--- config.mk ---
export PLATFORM = sky130hd
export DESIGN_NAME = seq_mult_param
export DESIGN_NICKNAME = d
export VERILOG_FILES = /design/src/rtl/seq_mult_pkg.sv /design/src/rtl/twos_neg.sv /design/src/rtl/seq_mult_param.sv
export SDC_FILE = /design/constraint.sdc
export NUM_CORES = 1
export LEC_CHECK = 0
export CAP_MARGIN = 20
export CORE_ASPECT_RATIO = 0.6
export CORE_MARGIN = 2
export CORE_UTILIZATION = 57
export CTS_BUF_LIST = sky130_fd_sc_hd__clkbuf_16
export DETAILED_ROUTE_END_ITERATION = 12
export PLACE_DENSITY = 0.82
export SLEW_MARGIN = 10
export SYNTH_ARGS = -nofsm -noshare
export SYNTH_HDL_FRONTEND = slang
export SYNTH_SLANG_ARGS = --single-unit
--- constraint.sdc ---
create_clock -name clk -period 4.1 [get_ports clk]
set_input_delay 0.82 -clock clk [delete_from_list [all_inputs] [get_ports clk]]
set_output_delay 0.82 -clock clk [all_outputs]
set_load 0.1 [all_outputs]
--- src/rtl/seq_mult_pkg.sv ---
// Shared definitions for the sequential shift-add multiplier family:
// FSM state encoding, operand mode constants and the counter-width helper.
package seq_mult_pkg;

    // Control states of the multiplier sequencer.
    typedef enum logic [1:0] {
        ST_IDLE = 2'd0,
        ST_RUN  = 2'd1,
        ST_DONE = 2'd2
    } state_e;

    // Values of the per-operation sign_mode input.
    localparam logic MODE_UNSIGNED = 1'b0;
    localparam logic MODE_SIGNED   = 1'b1;

    // Bits needed to count from 0 to width-1 (ceil(log2(width)), minimum 1).
    function automatic int cnt_width(input int width);
        int r;
        r = 1;
        while ((1 << r) < width) begin
            r = r + 1;
        end
        return r;
    endfunction

endpackage

--- src/rtl/twos_neg.sv ---
// Parametrised combinational conditional negate: out = en ? -in : in
// (two's complement, result truncated to W bits).
module twos_neg #(
    parameter int W = 6
) (
    input  logic [W-1:0] in_val,
    input  logic         en,
    output logic [W-1:0] out_val
);

    // Invert-and-increment when enabled, pass-through otherwise.
    always_comb begin
        out_val = in_val;
        if (en) begin
            out_val = ~in_val + W'(1);
        end
    end

endmodule

--- src/rtl/seq_mult_param.sv ---
// Sequential shift-add multiplier, one multiplier bit per cycle.
// Signed operands are converted to magnitudes on accept; the unsigned
// magnitude product is accumulated and negated on the final RUN edge when
// the operand signs differ.
//
// Handshake: an operation is accepted on a rising edge where load=1 and the
// FSM is in IDLE or DONE (load in RUN is ignored, nothing is queued). busy is
// high in RUN and DONE; done is high for exactly the one DONE cycle, and
// product is valid from that cycle until the next completion.
module seq_mult_param
    import seq_mult_pkg::*;
#(
    parameter int WIDTH = 6
) (
    input  logic                 clk,
    input  logic                 rst,
    input  logic                 load,
    input  logic                 sign_mode,
    input  logic [WIDTH-1:0]     a,
    input  logic [WIDTH-1:0]     b,
    output logic [2*WIDTH-1:0]   product,
    output logic                 busy,
    output logic                 done
);

    localparam int CW = cnt_width(WIDTH);
    localparam int PW = 2 * WIDTH;
    localparam logic [CW-1:0] LAST_CNT = CW'(WIDTH - 1);

    // Registered state
    state_e             state_q,   state_d;
    logic [CW-1:0]      cnt_q,     cnt_d;
    logic [PW-1:0]      acc_q,     acc_d;
    logic [WIDTH-1:0]   mag_a_q,   mag_a_d;
    logic [WIDTH-1:0]   mag_b_q,   mag_b_d;
    logic               sa_q,      sa_d;
    logic               sb_q,      sb_d;
    logic               mode_q,    mode_d;
    logic [PW-1:0]      product_q, product_d;

    // Operand-side signals (accept path)
    logic               sa_in;
    logic               sb_in;
    logic [WIDTH-1:0]   mag_a_in;
    logic [WIDTH-1:0]   mag_b_in;

    // Datapath signals (RUN path)
    logic [PW-1:0]      term;
    logic [PW-1:0]      acc_sum;
    logic               neg_res;
    logic [PW-1:0]      result;

    // Operand signs only exist in signed mode.
    assign sa_in = a[WIDTH-1] & sign_mode;
    assign sb_in = b[WIDTH-1] & sign_mode;

    // |a| and |b| as WIDTH-bit unsigned values; -2^(W-1) maps onto 2^(W-1).
    twos_neg #(.W(WIDTH)) u_neg_a (
        .in_val  (a),
        .en      (sa_in),
        .out_val (mag_a_in)
    );

    twos_neg #(.W(WIDTH)) u_neg_b (
        .in_val  (b),
        .en      (sb_in),
        .out_val (mag_b_in)
    );

    // Partial product for the current multiplier bit and the running sum.
    always_comb begin
        term = '0;
        if (mag_b_q[cnt_q]) begin
            term = {{WIDTH{1'b0}}, mag_a_q} << cnt_q;
        end
        acc_sum = acc_q + term;
        neg_res = (mode_q == MODE_SIGNED) && (sa_q ^ sb_q);
    end

    // Apply the result sign to the completed magnitude product.
    twos_neg #(.W(PW)) u_neg_p (
        .in_val  (acc_sum),
        .en      (neg_res),
        .out_val (result)
    );

    // Next-state logic for the FSM, counter, accumulator and operand registers.
    always_comb begin
        state_d   = state_q;
        cnt_d     = cnt_q;
        acc_d     = acc_q;
        mag_a_d   = mag_a_q;
        mag_b_d   = mag_b_q;
        sa_d      = sa_q;
        sb_d      = sb_q;
        mode_d    = mode_q;
        product_d = product_q;

        case (state_q)
            ST_IDLE, ST_DONE: begin
                if (load) begin
                    // Accept: capture operands and start a fresh accumulation.
                    state_d = ST_RUN;
                    mode_d  = sign_mode;
                    sa_d    = sa_in;
                    sb_d    = sb_in;
                    mag_a_d = mag_a_in;
                    mag_b_d = mag_b_in;
                    acc_d   = '0;
                    cnt_d   = '0;
                end else begin
                    state_d = ST_IDLE;
                end
            end

            ST_RUN: begin
                acc_d = acc_sum;
                cnt_d = cnt_q + CW'(1);
                if (cnt_q == LAST_CNT) begin
                    product_d = result;
                    state_d   = ST_DONE;
                end
            end

            default: begin
                state_d = ST_IDLE;
            end
        endcase
    end

    // State registers with asynchronous reset; reset aborts any operation.
    always_ff @(posedge clk or posedge rst) begin
        if (rst) begin
            state_q   <= ST_IDLE;
            cnt_q     <= '0;
            acc_q     <= '0;
            mag_a_q   <= '0;
            mag_b_q   <= '0;
            sa_q      <= 1'b0;
            sb_q      <= 1'b0;
            mode_q    <= MODE_UNSIGNED;
            product_q <= '0;
        end else begin
            state_q   <= state_d;
            cnt_q     <= cnt_d;
            acc_q     <= acc_d;
            mag_a_q   <= mag_a_d;
            mag_b_q   <= mag_b_d;
            sa_q      <= sa_d;
            sb_q      <= sb_d;
            mode_q    <= mode_d;
            product_q <= product_d;
        end
    end

    // Status outputs decoded directly from the state register.
    assign busy    = (state_q != ST_IDLE);
    assign done    = (state_q == ST_DONE);
    assign product = product_q;

endmodule

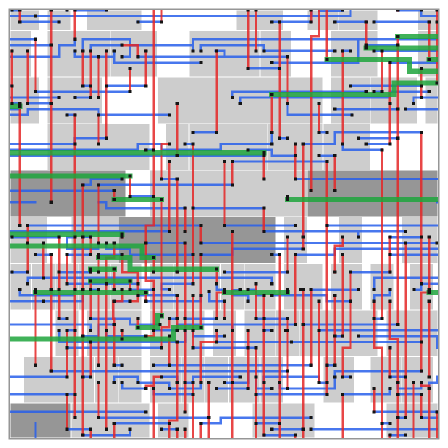
*A small window of the routed layout*
Region (36, 17) to (61, 42) µm. Cells in gray, sequential cells in the stronger gray; small squares are vias.
red -> metal 2
green -> metal 3
blue -> metal 1
cells with their middle in the window = 60
most frequent = nor2_1 (12)
netlist names of flops here include = acc_q (2), mag_a_q (1)
sequential cells in the window = 3

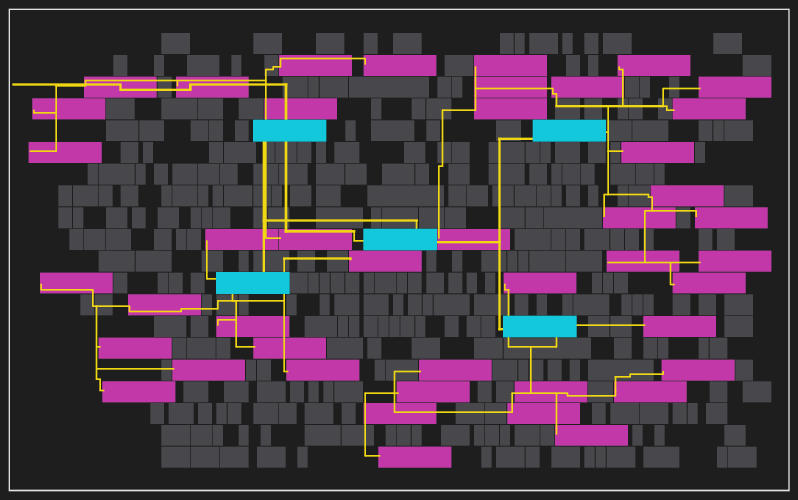
*Clock wires, drivers and flops*
(8 px per µm)
yellow -> clock wires  # length 568 µm
cyan -> clock drivers  # count 5
magenta -> flip-flops  # count 44
routed clock nets = 6
flops lie = spread over the die

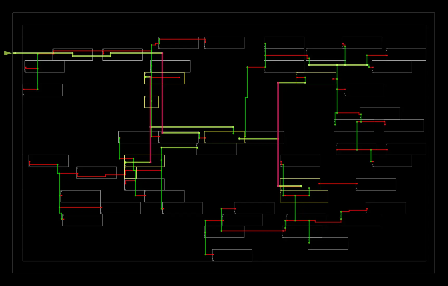
*Clock wiring as the flow saved it*
Flop Count: 44
total CTS buffers: 5
clk_buf instances: 5
worst clock skew: 0.00319 ns

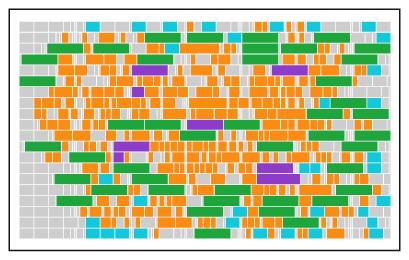
*Placement by cell class*
(4 px per µm) Fill, decap, tap and diode cells in gray.
purple -> clock drivers and dummy loads  # cells 8
orange -> combinational and other logic  # cells 283
green -> sequential cells  # cells 44
cyan -> remaining buffers and delay cells  # cells 34
# rows: 20
Core ar.: 5050 µm²
Seq/total area: 31.5%

==> reports/metrics.cfg <==
[clock_network]
cts_setup_buffers=0
cts_tree=done
cts.clk_slew.worst_paths_ns=0.06
cts_buffer_depth=2
ctsResizeCount=0
holdBufCountCts=0
insertion_delay_ns=0.29

[detailed_routing]
drtIter0Drc=205
routed.top_layer=met4
detail_route.wirelength_mm=7.14
wire_per_inst_um=16.4
drt_pass1_iterations=5
via_count=2677
wl_met1_mm=3.45

[setup_path]
cp-start-kind=register
path_delay_family=AND-OR/OR-AND gates
r2r_setup_slack_ns=0.34
cp_num_cells=12
reg2regPathDepth=12
critPathSlowestCell=a2111oi_2
max_stage_delay_ns=0.48
path_buffers=1
worst-endpoint-arrival_ns=3.93

[yosys]
yosysWarnings=0
aoi_share_pct=23.1
synth_cell_types=51
edf_count=0
syn-cell-area_um2=2980
logic_family=AND-OR/OR-AND gates
adder_share_pct=7.40
xor_area_share_pct=5.26
ff_type=dfrtp_1
synth-simple-area-share_pct=18.8
syn-instance-count=342
top_area_cell=dfrtp_1
postSynthSeqShare_pct=37.0
ys_cells=342
async_flop_share_pct=100
area_leaders=dfrtp_1 37%, o21ai_0 6.9%, ha_1 6.7%

[placed_design]
dp_slack_ns=0.474
io_buffers=29
gp_congestion=0.901

[finish]
logic_area_um2=1760
final_area_um2=3500
final-seq-area_um2=1100
n_all_inverters=15
lay_top_cells=50 x nand2_1, 44 x dfrtp_1, 41 x o21ai_0
logic_gate_count=268
nets=401

[global_route]
grt.busiest_layer=met2
overflow=0
grt_first_pass_wirelength_mm=12.2
antenna_found_initial=0
grt.met2_usage_pct=41.2
grt_pass1_vias=2490

[final_timing]
finalCritPeriodShare_pct=91.7
slew_headroom_pct=35.4
tightest_slew_ns=0.965

[die]
nWellTaps=66
chip_area_um2=5830
fp.dieH_um=60.0
io_pins=30

[run_status]
outcome=finished clean

[worst_hold_path]
hp-class=reg2reg
holdPathEnd=product[8]

[job]
warnings=27

